### src/rtl/apb_slv_pkg.sv
// apb_slv_pkg: shared types and constants for the APB slave register bank
package apb_slv_pkg;
  typedef enum logic {ST_IDLE, ST_ACCESS} state_t;
  localparam logic [31:0] ID_VALUE = 32'hA2B0_0001;
  localparam int ID_IDX = 0;
  localparam int WAIT_W = 4;
  function automatic int wait_idx(input int reg_num);
    return reg_num - 1;
  endfunction
endpackage

### src/rtl/apb_slv_decode.sv
// apb_slv_decode: byte address to word index plus illegal-access flag
module apb_slv_decode
  import apb_slv_pkg::*;
#(
  parameter int ADDR_WIDTH = 32,
  parameter int REG_NUM = 16,
  parameter logic [ADDR_WIDTH-1:0] BASE_ADDR = '0
)(
  input  logic [ADDR_WIDTH-1:0]      paddr_i,
  input  logic                       pwrite_i,
  output logic [$clog2(REG_NUM)-1:0] idx_o,
  output logic                       err_o
);
  localparam int IW = $clog2(REG_NUM);
  localparam logic [ADDR_WIDTH-1:0] SPAN = ADDR_WIDTH'(REG_NUM * 4);
  logic [ADDR_WIDTH-1:0] w_offset;
  assign w_offset = paddr_i - BASE_ADDR;
  assign idx_o = w_offset[IW+1:2];
  // Addresses below BASE_ADDR wrap to huge offsets and fall out of range
  assign err_o = (w_offset >= SPAN) || (paddr_i[1:0] != 2'b00) ||
                 (pwrite_i && idx_o == IW'(ID_IDX));
endmodule

### src/rtl/apb_slave_regbank.sv
// apb_slave_regbank: APB word register file with byte strobes, RO ID word and PSLVERR.
// Define APB_SLV_WAIT_EN to make the top word a programmable wait-state count.
module apb_slave_regbank
  import apb_slv_pkg::*;
#(
  parameter int ADDR_WIDTH = 32,
  parameter int DATA_WIDTH = 32,
  parameter int REG_NUM = 16,
  parameter logic [ADDR_WIDTH-1:0] BASE_ADDR = '0
)(
  input  logic                    clk,
  input  logic                    reset,
  input  logic [ADDR_WIDTH-1:0]   paddr_i,
  input  logic                    psel_i,
  input  logic                    penable_i,
  input  logic                    pwrite_i,
  input  logic [DATA_WIDTH-1:0]   pwdata_i,
  input  logic [DATA_WIDTH/8-1:0] pstrb_i,
  output logic [DATA_WIDTH-1:0]   prdata_o,
  output logic                    pready_o,
  output logic                    pslverr_o
);
  localparam int IW = $clog2(REG_NUM);
  localparam int SW = DATA_WIDTH / 8;
  state_t                r_state;
  logic [ADDR_WIDTH-1:0] r_addr;
  logic                  r_write;
  logic                  r_perr;
  logic [DATA_WIDTH-1:0] r_wdata;
  logic [SW-1:0]         r_strb;
  logic [WAIT_W-1:0]     r_wait_cnt;
  logic [DATA_WIDTH-1:0] r_regs [REG_NUM];
  logic [IW-1:0]         w_idx;
  logic                  w_err;
  logic                  w_ready;
  logic                  w_done;
  logic [DATA_WIDTH-1:0] w_smask;
  logic [DATA_WIDTH-1:0] w_wmask;
  logic [DATA_WIDTH-1:0] w_rword;
  logic [WAIT_W-1:0]     w_wait_load;

  apb_slv_decode #(.ADDR_WIDTH(ADDR_WIDTH), .REG_NUM(REG_NUM), .BASE_ADDR(BASE_ADDR)) u_decode (
    .paddr_i (r_addr),
    .pwrite_i(r_write),
    .idx_o   (w_idx),
    .err_o   (w_err)
  );

  for (genvar b = 0; b < SW; b++) begin : g_strb
    assign w_smask[8*b +: 8] = {8{r_strb[b]}};
  end

`ifdef APB_SLV_WAIT_EN
  localparam int WAIT_IDX = wait_idx(REG_NUM);
  assign w_wmask = (w_idx == IW'(WAIT_IDX)) ? (w_smask & DATA_WIDTH'({WAIT_W{1'b1}})) : w_smask;
  assign w_wait_load = r_regs[WAIT_IDX][WAIT_W-1:0];
`else
  assign w_wmask = w_smask;
  assign w_wait_load = '0;
`endif

  // A protocol-violation response is a one-cycle pulse issued from idle
  assign w_ready = (r_state == ST_ACCESS && r_wait_cnt == '0) || r_perr;
  assign w_done = r_state == ST_ACCESS && psel_i && penable_i && w_ready;
  assign w_rword = (w_idx == IW'(ID_IDX)) ? DATA_WIDTH'(ID_VALUE) : r_regs[w_idx];
  assign pready_o = w_ready;
  assign pslverr_o = w_ready && (r_perr || w_err);
  assign prdata_o = (w_ready && !r_perr && !w_err && !r_write) ? w_rword : '0;

  always_ff @(posedge clk or negedge reset) begin
    if (!reset) begin
      r_state <= ST_IDLE;
      r_addr <= '0;
      r_write <= 1'b0;
      r_perr <= 1'b0;
      r_wdata <= '0;
      r_strb <= '0;
      r_wait_cnt <= '0;
      for (int i = 0; i < REG_NUM; i++) r_regs[i] <= '0;
    end else begin
      r_perr <= 1'b0;
      if (r_state == ST_IDLE) begin
        if (psel_i && !penable_i) begin
          r_state <= ST_ACCESS;
          r_addr <= paddr_i;
          r_write <= pwrite_i;
          r_wdata <= pwdata_i;
          r_strb <= pstrb_i;
          r_wait_cnt <= w_wait_load;
        end else if (psel_i && penable_i) begin
          r_perr <= 1'b1;
        end
      end else if (!psel_i || w_done) begin
        r_state <= ST_IDLE;
      end else if (r_wait_cnt != '0) begin
        r_wait_cnt <= r_wait_cnt - 1'b1;
      end
      if (w_done && r_write && !w_err)
        r_regs[w_idx] <= (r_regs[w_idx] & ~w_wmask) | (r_wdata & w_wmask);
    end
  end
endmodule

### config.mk
export PLATFORM = sky130hd
export DESIGN_NAME = apb_slave_regbank
export DESIGN_NICKNAME = d
export VERILOG_FILES = /design/src/rtl/apb_slv_pkg.sv /design/src/rtl/apb_slv_decode.sv /design/src/rtl/apb_slave_regbank.sv
export SDC_FILE = /design/constraint.sdc
export NUM_CORES = 1
export LEC_CHECK = 0
export CAP_MARGIN = 20
export CORE_MARGIN = 2
export CORE_UTILIZATION = 30
export DETAILED_ROUTE_END_ITERATION = 6
export PLACE_DENSITY_LB_ADDON = 0.3
export REMOVE_ABC_BUFFERS = 1
export SETUP_SLACK_MARGIN = 0.4
export SYNTH_ARGS = -nofsm -noshare
export SYNTH_HDL_FRONTEND = slang
export SYNTH_SLANG_ARGS = --single-unit
### constraint.sdc
create_clock -name clk -period 4.35 [get_ports clk]
set_clock_uncertainty 0.05 [all_clocks]
set_input_delay 0.87 -clock clk [delete_from_list [all_inputs] [get_ports clk]]
set_output_delay 0.87 -clock clk [all_outputs]
set_load 0.05 [all_outputs]
**Cell area per tile**

Drawn at 1 px/um. 31 x 31 tiles, from white (low) to dark blue (high), 0 to 100% covered.
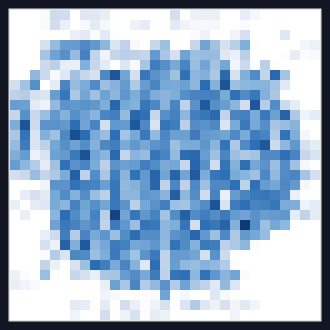
mean over tiles: 33%
nearly empty tiles: 26%
tiles over 75% full: 4.2%
Final Util: 35.6%
fp util: 30.2%

**Track usage over the die**

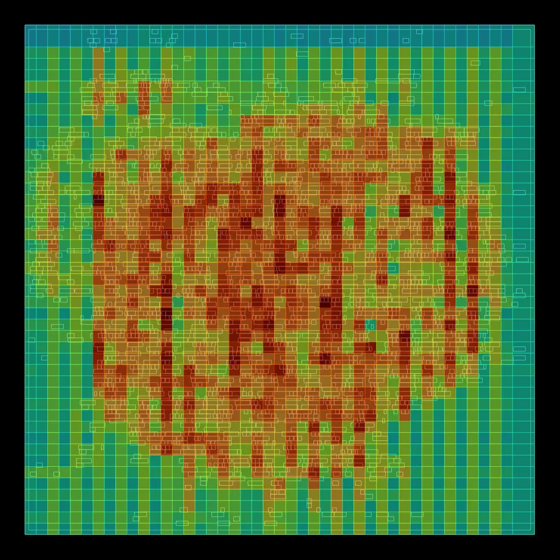
wire per inst: 28.6 um
GRT Util Overall: 21.2%
M2 GR Usage: 34.3%

**Floorplan with the power grid**

Drawn at 1.5 px/um. Pins as bars on the die edge.
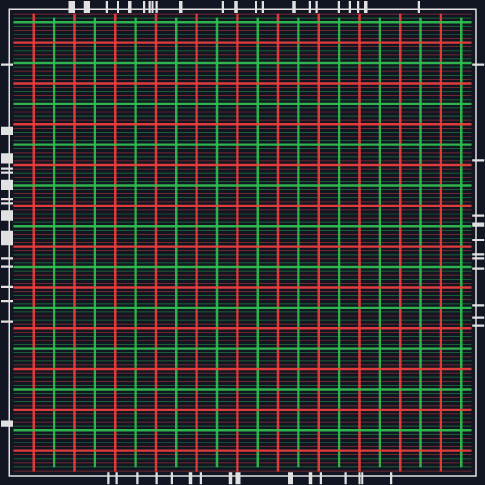
[VSS] red
[VDD] green
met4 straps: 22
met1 rails: 113
die width: 310 um
Die Y: 310 um
Core Box Area: 93000 um2
Max VDD drop: 0.250 mV

**Clock distribution**

Drawn at 2 px/um.
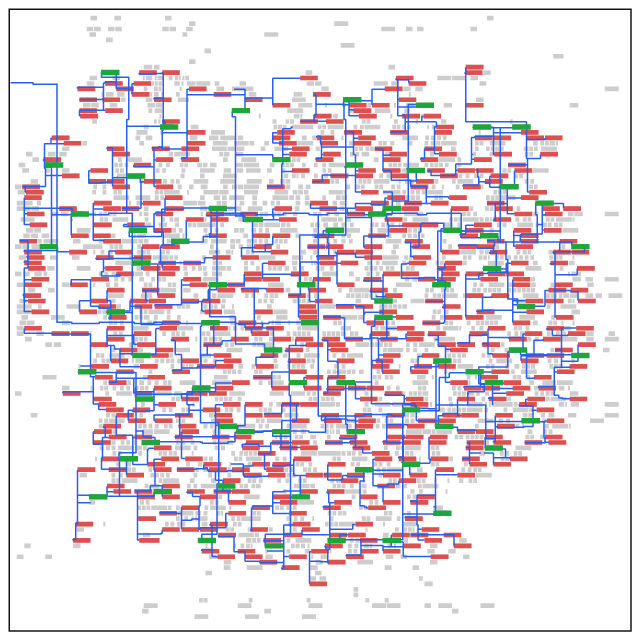
[flip-flops] red | count: 587
[clock wires] blue | length: 8350 um
[cells driving clock nets] green | count: 70
routed clock nets: 71
clk pwr: 5.95 mW
clk latency late pin: 0.62 ns
clock share of power: 44.5%

==> impl_metrics.ini <==
; implementation run metrics
[clock_network]
h-tree-depth = 3
cts.root.buffer_cell = clkbuf_16

[place]
dpl_cell_area_um2 = 30400
dpl.cell_count = 3496

[synth]
top_cell = a31oi_1
ys.flops = 587
yosysSeqAreaShare_pct = 52.3
mux_area_share_pct = 13.1
ys_warn_count = 0
common_cells = 985 x a31oi_1, 587 x dfrtp_1, 224 x clkbuf_1

[layout]
top_register = r_regs
syn2layout_area_growth_pct = 17.8
sh_comb_area_pct = 35.7
largestClassByArea = flip-flops and latches
comb_cells = 1437
largest_reg_flops = 512

[critical_path]
critPathMaxStageDelay_ns = 0.56
cp_max_fo = 91
path_depth = 5
critPathTopFamily = buffers and inverters

[global_routing]
grt_pass1_wl_mm = 154
grt.met1_usage_pct = 27.3

[power_and_ir_drop]
power_frac_comb_pct = 12.0
finalPower_mw = 13.4
pg_comb_mw = 1.61

[timing]
maxSlewViolCount = 0
period_used_pct = 89.9
max_freq_ghz = 0.256

[route]
avgViaCountPerCell = 6.43

[die]
fp-row-count = 112

[run_status]
status = complete, no violations
Power and IR drop assume default switching activity.
